## src/rtl/ntsc_line_sequencer_if.sv

```systemverilog
// Configuration handshake bundle for ntsc_line_sequencer.
// The master drives cfg_valid with the payload (cfg_lines, cfg_hue, cfg_burst_en).
// The slave returns cfg_ready.
interface ntsc_line_sequencer_if;
    localparam int unsigned LINES_W = 9;
    localparam int unsigned HUE_W   = 5;

    logic               cfg_valid;
    logic               cfg_ready;
    logic [LINES_W-1:0] cfg_lines;
    logic [HUE_W-1:0]   cfg_hue;
    logic               cfg_burst_en;

    modport master (
        output cfg_valid,
        output cfg_lines,
        output cfg_hue,
        output cfg_burst_en,
        input  cfg_ready
    );

    modport slave (
        input  cfg_valid,
        input  cfg_lines,
        input  cfg_hue,
        input  cfg_burst_en,
        output cfg_ready
    );
endinterface

```

## src/rtl/ntsc_line_sequencer.sv

```systemverilog
// NTSC line/frame timing sequencer.
// It generates the sync, burst gate, active window and line/frame strobes
// from free-running horizontal and vertical counters.
// A new frame configuration is taken over the cfg handshake. It is held
// pending and made live only at the end of the current frame.
// Ports:
//   clk, reset        clock and synchronous active-high reset
//   color_phase       pixel hue phase (5b)
//   cfg               slave side of the config handshake (lines/hue/burst_en)
//   sync_n            composite sync, low active (normal or broad)
//   burst_gate        colour burst window
//   active            active picture window
//   line_start        one-cycle strobe at h_count==0
//   frame_start       one-cycle strobe at h_count==0, v_count==0
//   select            phase-generator select, (color_phase+hue) mod 32 in active
//   line_num          v_count that produced this cycle's outputs
// All outputs are registered with one cycle of latency from the counters.
module ntsc_line_sequencer #(
    parameter int unsigned LINE_LEN    = 7280,
    parameter int unsigned SYNC_LEN    = 538,
    parameter int unsigned BURST_START = 607,
    parameter int unsigned BURST_LEN   = 288,
    parameter int unsigned ACT_START   = 1240,
    parameter int unsigned ACT_END     = 7000,
    parameter int unsigned VSYNC_LINES = 3
) (
    input  logic                        clk,
    input  logic                        reset,
    input  logic [4:0]                  color_phase,
    ntsc_line_sequencer_if.slave        cfg,
    output logic                        sync_n,
    output logic                        burst_gate,
    output logic                        active,
    output logic                        line_start,
    output logic                        frame_start,
    output logic [4:0]                  select,
    output logic [8:0]                  line_num
);
    localparam int unsigned HW = 13;
    localparam int unsigned VW = 9;
    localparam int unsigned PW = 5;

    localparam logic [HW-1:0] H_LAST    = HW'(LINE_LEN - 1);
    localparam logic [HW-1:0] H_SYNC    = HW'(SYNC_LEN);
    localparam logic [HW-1:0] H_BROAD   = HW'(LINE_LEN - SYNC_LEN);
    localparam logic [HW-1:0] H_BURST_S = HW'(BURST_START);
    localparam logic [HW-1:0] H_BURST_E = HW'(BURST_START + BURST_LEN);
    localparam logic [HW-1:0] H_ACT_S   = HW'(ACT_START);
    localparam logic [HW-1:0] H_ACT_E   = HW'(ACT_END);
    localparam logic [VW-1:0] V_SYNC    = VW'(VSYNC_LINES);
    localparam logic [VW-1:0] V_MIN     = VW'(VSYNC_LINES + 1);
    localparam logic [VW-1:0] V_DEFAULT = VW'(262);

    logic [HW-1:0] h_count;
    logic [VW-1:0] v_count;

    logic [VW-1:0] lines_live;
    logic [PW-1:0] hue_live;
    logic          burst_live;
    logic          pend_valid;
    logic [VW-1:0] pend_lines;
    logic [PW-1:0] pend_hue;
    logic          pend_burst;
    logic          ready_q;

    logic          line_end_c;
    logic          frame_end_c;
    logic          transfer_c;
    logic          vsync_line_c;
    logic          sync_low_c;
    logic          burst_c;
    logic          active_c;
    logic [VW-1:0] lines_clamped_c;

    assign cfg.cfg_ready = ready_q;

    // Decode of the current counter position; feeds the registered outputs.
    // ">=" on the frame end keeps v_count bounded even if lines ever shrinks below it.
    always_comb begin
        line_end_c      = (h_count == H_LAST);
        frame_end_c     = line_end_c && (v_count >= (lines_live - VW'(1)));
        transfer_c      = cfg.cfg_valid && ready_q;
        vsync_line_c    = (v_count < V_SYNC);
        sync_low_c      = vsync_line_c ? (h_count < H_BROAD) : (h_count < H_SYNC);
        burst_c         = burst_live && !vsync_line_c &&
                          (h_count >= H_BURST_S) && (h_count < H_BURST_E);
        active_c        = !vsync_line_c && (h_count >= H_ACT_S) && (h_count < H_ACT_E);
        lines_clamped_c = (cfg.cfg_lines < V_MIN) ? V_MIN : cfg.cfg_lines;
    end

    // Horizontal / vertical counters.
    always_ff @(posedge clk) begin
        if (reset) begin
            h_count <= '0;
            v_count <= '0;
        end else begin
            h_count <= line_end_c ? '0 : h_count + HW'(1);
            if (line_end_c) begin
                v_count <= frame_end_c ? '0 : v_count + VW'(1);
            end
        end
    end

    // Config handshake: capture into pending, promote to live at frame end.
    // A transfer landing on the frame-end clock can only happen with nothing
    // pending, so it waits for the following frame end.
    always_ff @(posedge clk) begin
        if (reset) begin
            lines_live <= V_DEFAULT;
            hue_live   <= '0;
            burst_live <= 1'b1;
            pend_valid <= 1'b0;
            pend_lines <= '0;
            pend_hue   <= '0;
            pend_burst <= 1'b0;
            ready_q    <= 1'b1;
        end else begin
            if (frame_end_c && pend_valid) begin
                lines_live <= pend_lines;
                hue_live   <= pend_hue;
                burst_live <= pend_burst;
                pend_valid <= 1'b0;
                ready_q    <= 1'b1;
            end
            if (transfer_c) begin
                pend_lines <= lines_clamped_c;
                pend_hue   <= cfg.cfg_hue;
                pend_burst <= cfg.cfg_burst_en;
                pend_valid <= 1'b1;
                ready_q    <= 1'b0;
            end
        end
    end

    // Registered outputs.
    always_ff @(posedge clk) begin
        if (reset) begin
            sync_n      <= 1'b1;
            burst_gate  <= 1'b0;
            active      <= 1'b0;
            line_start  <= 1'b0;
            frame_start <= 1'b0;
            select      <= '0;
            line_num    <= '0;
        end else begin
            sync_n      <= !sync_low_c;
            burst_gate  <= burst_c;
            active      <= active_c;
            line_start  <= (h_count == '0);
            frame_start <= (h_count == '0) && (v_count == '0);
            select      <= active_c ? PW'(color_phase + hue_live) : '0;
            line_num    <= v_count;
        end
    end
endmodule
```

## src/flat_wrapper.sv

```systemverilog
// flat-port wrapper written by rule: the top's interface ports become plain ports
module ntsc_line_sequencer_flat 
#(
    parameter int unsigned LINE_LEN    = 7280,
    parameter int unsigned SYNC_LEN    = 538,
    parameter int unsigned BURST_START = 607,
    parameter int unsigned BURST_LEN   = 288,
    parameter int unsigned ACT_START   = 1240,
    parameter int unsigned ACT_END     = 7000,
    parameter int unsigned VSYNC_LINES = 3
)
  (clk, reset, color_phase, sync_n, burst_gate, active, line_start, frame_start, select, line_num, cfg_cfg_valid, cfg_cfg_lines, cfg_cfg_hue, cfg_cfg_burst_en, cfg_cfg_ready);
  ntsc_line_sequencer_if cfg_i ();
  input  logic clk;
  input  logic reset;
  input  logic [4:0] color_phase;
  output logic sync_n;
  output logic burst_gate;
  output logic active;
  output logic line_start;
  output logic frame_start;
  output logic [4:0] select;
  output logic [8:0] line_num;
  input wire logic [$bits(cfg_i.cfg_valid)-1:0] cfg_cfg_valid;
  input wire logic [$bits(cfg_i.cfg_lines)-1:0] cfg_cfg_lines;
  input wire logic [$bits(cfg_i.cfg_hue)-1:0] cfg_cfg_hue;
  input wire logic [$bits(cfg_i.cfg_burst_en)-1:0] cfg_cfg_burst_en;
  output wire logic [$bits(cfg_i.cfg_ready)-1:0] cfg_cfg_ready;
  assign cfg_i.cfg_valid = cfg_cfg_valid;
  assign cfg_i.cfg_lines = cfg_cfg_lines;
  assign cfg_i.cfg_hue = cfg_cfg_hue;
  assign cfg_i.cfg_burst_en = cfg_cfg_burst_en;
  assign cfg_cfg_ready = cfg_i.cfg_ready;
  ntsc_line_sequencer #(.LINE_LEN(LINE_LEN), .SYNC_LEN(SYNC_LEN), .BURST_START(BURST_START), .BURST_LEN(BURST_LEN), .ACT_START(ACT_START), .ACT_END(ACT_END), .VSYNC_LINES(VSYNC_LINES)) u_core (.clk(clk), .reset(reset), .color_phase(color_phase), .cfg(cfg_i), .sync_n(sync_n), .burst_gate(burst_gate), .active(active), .line_start(line_start), .frame_start(frame_start), .select(select), .line_num(line_num));
endmodule
```

## config.mk

```make
export PLATFORM = sky130hd
export DESIGN_NAME = ntsc_line_sequencer_flat
export DESIGN_NICKNAME = d
export VERILOG_FILES = /design/src/rtl/ntsc_line_sequencer_if.sv /design/src/rtl/ntsc_line_sequencer.sv /design/src/flat_wrapper.sv
export SDC_FILE = /design/constraint.sdc
export NUM_CORES = 1
export LEC_CHECK = 0
export ABC_CLOCK_PERIOD_IN_PS = 8700
export CAP_MARGIN = 20
export CELL_PAD_IN_SITES_DETAIL_PLACEMENT = 1
export CELL_PAD_IN_SITES_GLOBAL_PLACEMENT = 2
export CORE_ASPECT_RATIO = 0.9
export CORE_MARGIN = 5
export CORE_UTILIZATION = 35
export CTS_CLUSTER_DIAMETER = 150
export DETAILED_ROUTE_END_ITERATION = 8
export PLACE_DENSITY_LB_ADDON = 0.15
export SYNTH_ARGS = -nofsm -noshare
export SYNTH_HDL_FRONTEND = slang
export SYNTH_SLANG_ARGS = --single-unit
```

## constraint.sdc

```tcl
create_clock -name clk -period 8.7 [get_ports clk]
set_input_delay 1.74 -clock clk [delete_from_list [all_inputs] [get_ports clk]]
set_output_delay 1.74 -clock clk [all_outputs]
set_load 0.02 [all_outputs]
```

==> out/qor.yml, run 1 <==
final_timing:
  setup_violations: 0
  rsz0062_at_grt: "no"
  finalWorstSetupSlack_ps: 5258
  finalCritPeriodShare_pct: 39.56
  finalCriticalPeriod_ps: 3442
  fmax_mhz: 290.5
  report.final.slew_viol_count: 0
  max_slew.worst_pin.slew_ps: 758.4
  tns_ps: 0
  hold_viol: 0
  skew_ps: 5.669
  timing.hold.ws_ps: 460.6
  relSlewSlack_pct: 49.44
drt:
  m1WireLength_um: 4387
  drcViolationCount: 0
  met3WireLength_um: 426
  routed_via_density: 5.042
  via_count: 2864
  topRoutingLayerUsed: "met4"
  dr.pass1.iters: 4
  drtAntennaViolNets: 0
  drt_iter0_drc: 111
  routed_wl_um: 8409
  post_drt_wl_per_cell_um: 14.80
  wl_met2_um: 3555
clock_network:
  cts_root_buf: "clkbuf_8"
  holdBufCountCts: 0
  cts_buffers: 9
  cts_buffer_depth: 2
  clock-sinks: 73
  insertion_delay_ps: 360
  h-tree-depth: 3
  path_clk_slew_ps: 70
  cts_tree: "done"
  post-cts-setup-buffers: 0
  ctsResizeCount: 0
final_layout:
  area_share_nonclk_buffers_pct: 10.83
  nClkBuffers: 14
  largest_cell_class: "multi-input combinational cells"
  clk_share_pct: 4.650
  diodes: 0
  lay_top_cells: "dfxtp_1, nand2_1, a21oi_1, clkdlybuf4s50_1, nor2_1"
  seq_cells: 73
  final_core_util_pct: 42.54
  layout.area.comb_sq_mm: 0.001774
  lay_top_count: "dfxtp_1"
  nets: 479
  area_growth_pct: 19.96
  sh_seq_area_pct: 35.73
  comb_area_share_pct: 43.38
  comb_cells: 292
  buffers_excl_clock: 44
  n_all_inverters: 17
  nFillCells: 1170
  seq_area_sq_mm: 0.001461
  layout-drive-gt1-share_pct: 4.072
floorplan:
  rows: 34
  coreArea_sq_mm: 0.009614
  fp_util_pct: 35.46
  die-area_sq_mm: 0.01182
  taps: 126
  die_width_um: 114.0
  die_h_um: 103.6
  io_pins: 43
pwr:
  p_leak_nw: 1.521
  p_per_area_mw_per_mm2: 174.6
  ir_worst_vdd_mv: 0.09997
global_routing:
  globalRouteMet3Util_pct: 5.481
  grt-ovfl-total: 0
  grt_max_degree: 59
  track_usage_pct: 15.15
  grt_antenna_before_repair: 0
  grt_pass1_wl_um: 14500
  met2_usage_pct: 21.36
  grtUsageMet1_pct: 21.86
  grt_pass1_vias: 2832
  busiest_layer: "met1"
setup_path:
  crit_type: "reg -> reg"
  cp_num_buf_inv: 1
  r2r.worst_path.cells: 12
  cp_num_cells: 12
  critPathSlowestCell: "a311o_1"
  path_max_fanout: 20
  crit_arrival_ps: 3730
  required_ps: 8990
  cp-start-kind: "flop"
  max_stage_delay_ps: 590
  cp_top_family: "simple AND/OR/NAND/NOR gates"
  path_cells: "inv_1 -> ha_1 -> nand2_1 -> or3_1 -> nor3_1 -> xnor2_1 -> ha_1 -> and4_1 -> nor3b_1 -> a311o_1 -> or4_1 -> a31oi_1"
  crit_path_end_kind: "flop"
  path_common_cell: "ha_1"
min_path:
  whs_path_depth: 2
  hold_path.class: "reg -> reg"
logic_synthesis:
  yosysWarnings: 0
  yosysUniqueCellTypes: 48
  yosys_area_sq_mm: 0.003410
  synth-main-ff-cell: "dfxtp_1"
  common_cells: "dfxtp_1, nand2_1, a21oi_1"
  syn_inst: 409
  postSynth.asyncResetShare_pct: 0
  ys.flops: 73
  top_area_cell: "dfxtp_1"
  top_cell: "dfxtp_1"
  yosysCellCount: 409
  top_cells_by_area: "dfxtp_1, ha_1, a21oi_1"
  yosysTopAreaCellShare_pct: 42.86
  syn_nets: 451
  edf_count: 0
  ys_seq_share_pct: 42.86
  avgSynthCellArea_sq_um: 8.336
  syn_area_sq_mm: 0.003410
run_status:
  status: "finished clean"
run:
  cap_viol_max_count: 0
  warnings: 28
place:
  dp_hpwl_um: 6035
  io_buffers: 42
  place_congestion: 0.7717
  post-place-ws_ps: 5242
==> run 1: where the power goes <==
part           switching [W]  internal [W]  leakage (nW)
Combinational      0.0000461     0.0000408         0.836
Clock               0.000123      0.000141        0.0909
Sequential         0.0000145      0.000349         0.594
Total               0.000184      0.000530          1.52
==> run 1: registers in the layout, summed over array words and instances, names as in the netlist, 5 cells and up <==
| register | count |
|---|---|
| u_core.h_count | 13 |
| u_core.hue_live | 5 |
| u_core.line_num | 9 |
| u_core.lines_live | 9 |
| u_core.pend_hue | 5 |
| u_core.pend_lines | 9 |
| u_core.select | 5 |
| u_core.v_count | 9 |
==> run 1: stage by stage <==
| step | instance area [sq um] | power, W | instances |
|---|---|---|---|
| after detailed placement | 3880 | 0.0004580 | 551 |
| after floorplan | 3410 | 0.0004212 | 409 |
| final | 4090 | 0.0007142 | 568 |
| after global placement | 3880 | 0.0004563 | 551 |
| after global routing | 4090 | 0.0007536 | 568 |
| after CTS | 4070 | 0.0007276 | 567 |
==> run 1: tightest hold or removal path, cell delays in order (launching register included) <==
cell	delay, ps
dfxtp_1	310
nand2_1	50
a21oi_1	50
==> run 1: path summary, 6_finish.rpt <==
path	start	end	slack, ps
setup / recovery	u_core.lines_live[0]	u_core.v_count[3]	5260
hold reg to reg	u_core.pend_lines[3]	u_core.pend_lines[3]	460
setup reg to reg	u_core.lines_live[0]	u_core.v_count[3]	5260
hold / removal	u_core.pend_lines[3]	u_core.pend_lines[3]	460
==> run 1: cells by family (layout without fill, tap and decap cells) <==
family | count (synthesis) | in the layout | share of synthesized area [%]
mux | 2 | 2 | 0.5872
xor+xnor | 22 | 22 | 5.652
fa+ha+maj | 19 | 19 | 7.193
simple gates | 160 | 160 | 23.01
flops | 73 | 73 | 42.86
buf+inv | 44 | 77 | 5.284
compound gates | 89 | 89 | 15.41
run_1/metal_density.png
Scale: 3 px per um. The die is cut into 23 by 21 equal tiles; dark blue is low, red is high, scaled to the fullest tile. Values are wire area over tile area, all layers added.
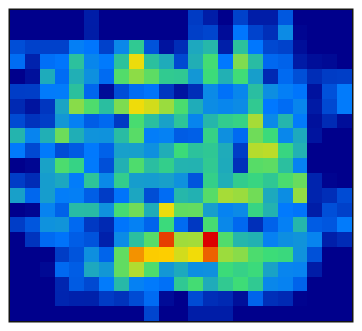
The fullest tile reaches 0.45. 20% of the tiles are nearly empty. 12% of the tiles are over half the peak. The mean over all tiles is 0.11. The emptiest ninth of the die: lower left.

run_1/io_fan.png
Scale: 4 px per um.
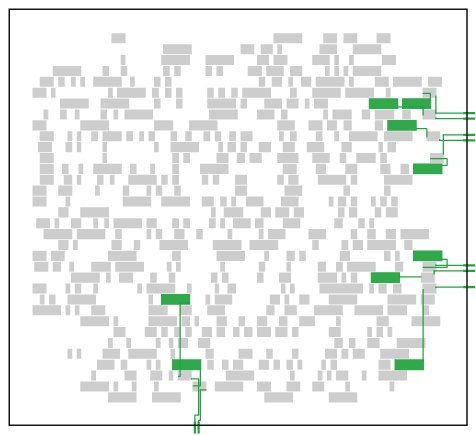
Key: green = `line_num` [bits 9, direction output, edge 7 right, 2 bottom, end cells 9, buffers 9, wire 167 um]

run_1/wires.png
Scale: 3 px per um. Only two layers are drawn.
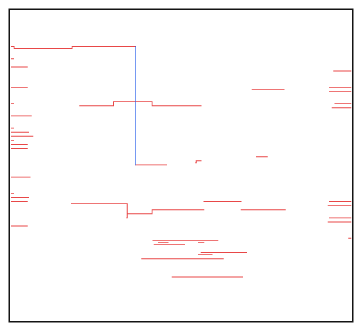
Key: blue = metal 4 [wire length 39.4 um]; red = metal 3 [wire length 426 um]

==> inputs of run 2 (changes only) <==
- ABC_CLOCK_PERIOD_IN_PS: 8700 -> 2900
- CORE_UTILIZATION: 35 -> 30
- clock period: 8.7 -> 2.9 ns (I/O delays scaled with it)
run_2/io_fan.png
Scale: 4 px per um.
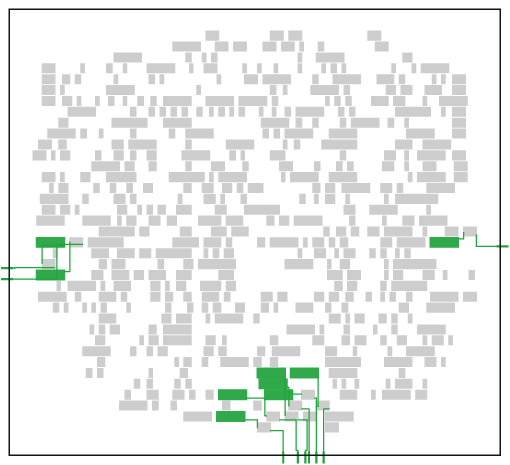
Key: green = `line_num` [bits 9, direction output, edge 6 bottom, 2 left, 1 right, end cells 9, buffers 9, wire 181 um]

==> run 2 against run 1 <==
Clock power went up to 4.5 times the previous value. Final cell count is 9.5% higher. Total power rose to 3.6 times the previous value. Sequential power increased to 3.0 times the previous value. Largest power group is now the clock network. Routed wire length is 8.3% higher. Sequential cell count did not move. Via count rose by 5.5%. Die area increased by 15%. Combinational power increased to 3.5 times the previous value. Register-to-register slack got worse by 5200 ps. Global-route usage down 1.3 points.
==> out/qor.yml, run 2 <==
final_layout:
  final_cells: 622  # was 568
  lay_top_count: "dfxtp_1"  # unchanged
  lay_top_cells: "dfxtp_1, nand2_1, a21oi_1, clkdlybuf4s50_1, nor2_1"  # unchanged
  fin_area_sq_mm: 0.004509  # was 0.004090 sq mm
  diodes: 0  # unchanged
  area_growth_pct: 32.26  # was 19.96%
  layout-drive-gt1-share_pct: 12.23  # was 4.072%
  largest-register: "u_core.h_count"  # unchanged
  largest_reg_flops: 13  # unchanged
  nFillCells: 1365  # was 1,170
  nets: 503  # was 479
place:
  place_congestion: 0.8062  # was 0.7717
  place_area_sq_mm: 0.004105  # was 0.003880 sq mm
  io_buffers: 42  # unchanged
  dpl.cell_count: 603  # was 551
  dp_hpwl_um: 6561  # was 6035 um
  post-place-ws_ps: -133.8  # was 5242 ps
floorplan:
  io_pins: 43  # unchanged
  die_h_um: 111.1  # was 103.6 um
  fp_util_pct: 30.18  # was 35.46%
  die-area_sq_mm: 0.01360  # was 0.01182 sq mm
  die_width_um: 122.4  # was 114.0 um
global_routing:
  grt_pass1_vias: 3100  # was 2,832
  track_usage_pct: 13.86  # was 15.15%
  grt-ovfl-total: 0  # unchanged
  grt_antenna_before_repair: 0  # unchanged
  met2_usage_pct: 22.34  # was 21.36%
  globalRouteMet3Util_pct: 3.776  # was 5.481%
  grt_max_degree: 58  # was 59
  grtUsageMet1_pct: 17.83  # was 21.86%
  grt_pass1_wl_um: 15040  # was 14,500 um
  busiest_layer: "met2"  # was met1
setup_path:
  endpoint: "u_core.v_count[3]"  # unchanged
  path_max_fanout: 6  # was 20
  crit_path_end_kind: "flop"  # unchanged
  crit_type: "reg -> reg"  # unchanged
  reg2reg_to: "u_core.v_count[3]"  # unchanged
  max_stage_delay_ps: 470  # was 590 ps
  r2r.worst_path.cells: 12  # unchanged
  cp_top_family: "simple AND/OR/NAND/NOR gates"  # unchanged
  r2r_start: "u_core.lines_live[0]"  # unchanged
  crit_arrival_ps: 3120  # was 3730 ps
  path_cells: "inv_2 -> ha_4 -> nand2_2 -> or3_4 -> nor3_4 -> xnor2_1 -> ha_1 -> a21oi_1 -> o21ai_1 -> a311o_2 -> or4_1 -> a31oi_1"  # was inv_1 -> ha_1 -> nand2_1 -> or3_1 -> nor3_1 -> xnor2_1 -> ha_1 -> and4_1 -> nor3b_1 -> a311o_1 -> or4_1 -> a31oi_1
  cp_num_buf_inv: 1  # unchanged
  critPathLaunch: "u_core.lines_live[0]"  # unchanged
  cp_num_cells: 12  # unchanged
  critPathSlowestCell: "or4_1"  # was a311o_1
  required_ps: 3160  # was 8990 ps
  cp-start-kind: "flop"  # unchanged
  ff2ff_setup_slack_ps: 40  # was 5260 ps
logic_synthesis:
  top_cell: "dfxtp_1"  # unchanged
  common_cells: "dfxtp_1, nand2_1, a21oi_1"  # unchanged
  ys.flops: 73  # unchanged
  avgSynthCellArea_sq_um: 8.336  # unchanged
  top_area_cell: "dfxtp_1"  # unchanged
  syn_area_sq_mm: 0.003410  # unchanged
  top_cells_by_area: "dfxtp_1, ha_1, a21oi_1"  # unchanged
  synth-main-ff-cell: "dfxtp_1"  # unchanged
  edf_count: 0  # unchanged
  yosysCellCount: 409  # unchanged
  ys_seq_share_pct: 42.86  # unchanged
  yosysUniqueCellTypes: 48  # unchanged
  yosysTopAreaCellShare_pct: 42.86  # unchanged
  postSynth.asyncResetShare_pct: 0  # unchanged
  yosys_area_sq_mm: 0.003410  # unchanged
  syn_inst: 409  # unchanged
  yosysWarnings: 0  # unchanged
  syn_nets: 451  # unchanged
pwr:
  p_per_area_mw_per_mm2: 571.9  # was 174.6 mW/mm^2
  p_leak_nw: 1.716  # was 1.521 nW
  ir_worst_vdd_mv: 0.3510  # was 0.09997 mV
  p_total_w: 0.002579  # was 0.0007142 W
drt:
  routed_wl_um: 9109  # was 8409 um
  drtAntennaViolNets: 0  # unchanged
  drcViolationCount: 0  # unchanged
  post_drt_wl_per_cell_um: 14.64  # was 14.80 um
  via_count: 3022  # was 2,864
  dr.pass1.iters: 5  # was 4
  drt_iter0_drc: 101  # was 111
  routed_via_density: 4.859  # was 5.042
clock_network:
  cts_root_buf: "clkbuf_16"  # was clkbuf_8
  cts_tree: "done"  # unchanged
  insertion_delay_ps: 340  # was 360 ps
  h-tree-depth: 3  # unchanged
  cts_buffers: 9  # unchanged
  cts_buffer_depth: 2  # unchanged
  clock-sinks: 73  # unchanged
  path_clk_slew_ps: 60  # was 70 ps
  holdBufCountCts: 0  # unchanged
final_timing:
  timing.hold.ws_ps: 459.1  # was 460.6 ps
  hold_viol: 0  # unchanged
  finalCritPeriodShare_pct: 98.63  # was 39.56%
  max_slew.worst_pin.slew_ps: 681.8  # was 758.4 ps
  finalWorstSetupSlack_ps: 39.66  # was 5258 ps
  fmax_mhz: 349.6  # was 290.5 MHz
  report.final.slew_viol_count: 0  # unchanged
  skew_ps: 8.684  # was 5.669 ps
  tns_ps: 0  # unchanged
  setup_violations: 0  # unchanged
  relSlewSlack_pct: 54.52  # was 49.44%
  rsz0062_at_grt: "yes"  # was no
  finalCriticalPeriod_ps: 2860  # was 3442 ps
run:
  warnings: 30  # was 28
  cap_viol_max_count: 0  # unchanged
run_status:
  status: "finished clean"  # unchanged
min_path:
  hold_path.class: "reg -> reg"  # unchanged
run_2/placement.png
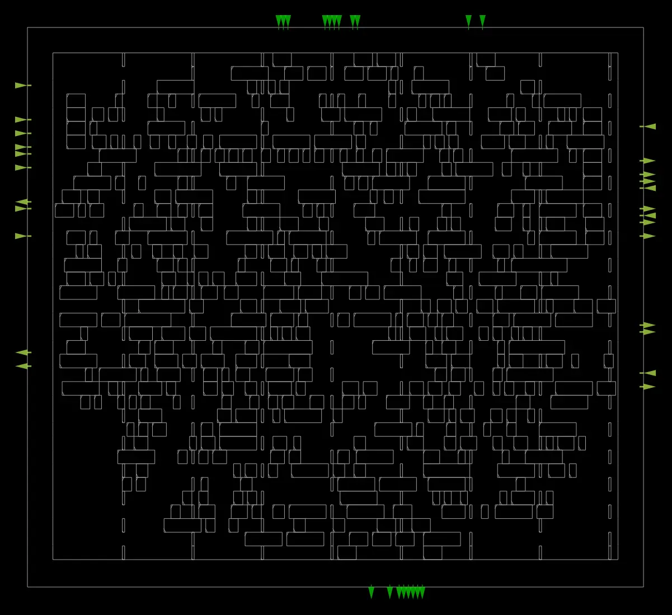
row count: 37
core area: 0.01130 sq mm
Final Util: 39.92%

run 2: cell count changes in the layout (fill, tap and decap cells not counted), sizes merged:
cell / delta
buf: +24
bufinv: +1
clkbuf: -5
clkinv: +4
run 2: area by class of cell:
type                            instances  area, sq um  share of cell area (%)
Multi-Input combinational cell        292         1834                   40.68
Timing Repair Buffer                   68        633.1                   14.04
Inverter                               17        63.81                   1.415
Clock buffer                            9        225.2                   4.994
Tap cell                              156        195.2                   4.329
Clock inverter                          7        95.09                   2.109
Sequential cell                        73         1463                   32.44
run 2: how the worst min path moves through the flow:
stage,start,end,cells after the start
2_1_floorplan,u_core.burst_live,u_core.burst_gate,2
3_3_place_gp,u_core.pend_lines[8],u_core.pend_lines[8],2
3_5_place_dp,u_core.pend_lines[6],u_core.pend_lines[6],2
4_1_cts,u_core.pend_lines[7],u_core.pend_lines[7],2
5_1_grt,u_core.pend_hue[1],u_core.pend_hue[1],2
6_report,u_core.pend_lines[3],u_core.pend_lines[3],2
run 2: metal layers:
metal / vias to the layer above / share of wire [%]
met2: 40 / 48
met1: 1450 / 48
li1: 1523 / -
met5: - / 0
met3: 9 / 3.5
met4: 0 / 1.2
run 2: power breakdown:
part	internal [W]	switching, W
Sequential	0.00105	0.0000413
Clock	0.000752	0.000431
Combinational	0.000148	0.000159
run 2: worst min-delay path: stages (launching register included):
cell	delay [ps]
dfxtp_1	310
nand2_1	50
a21oi_1	50
run 2: kinds of logic after synthesis:
group	count (synthesis)	synth area share [%]
compound gates	89	15.41
xor+xnor	22	5.652
fa+ha+maj	19	7.193
buf+inv	44	5.284
flops	73	42.86
mux	2	0.5872
simple gates	160	23.01
run 2: repair_timing:
action | in CTS | in global routing
setup buffers | 0 | 2
gates cloned | 0 | 1
resized | 3 | 18
setup endpoints to repair | 26 | 26
pin swaps | 9 | 9
No activity file was given, so power comes from the tool's default toggle rates.
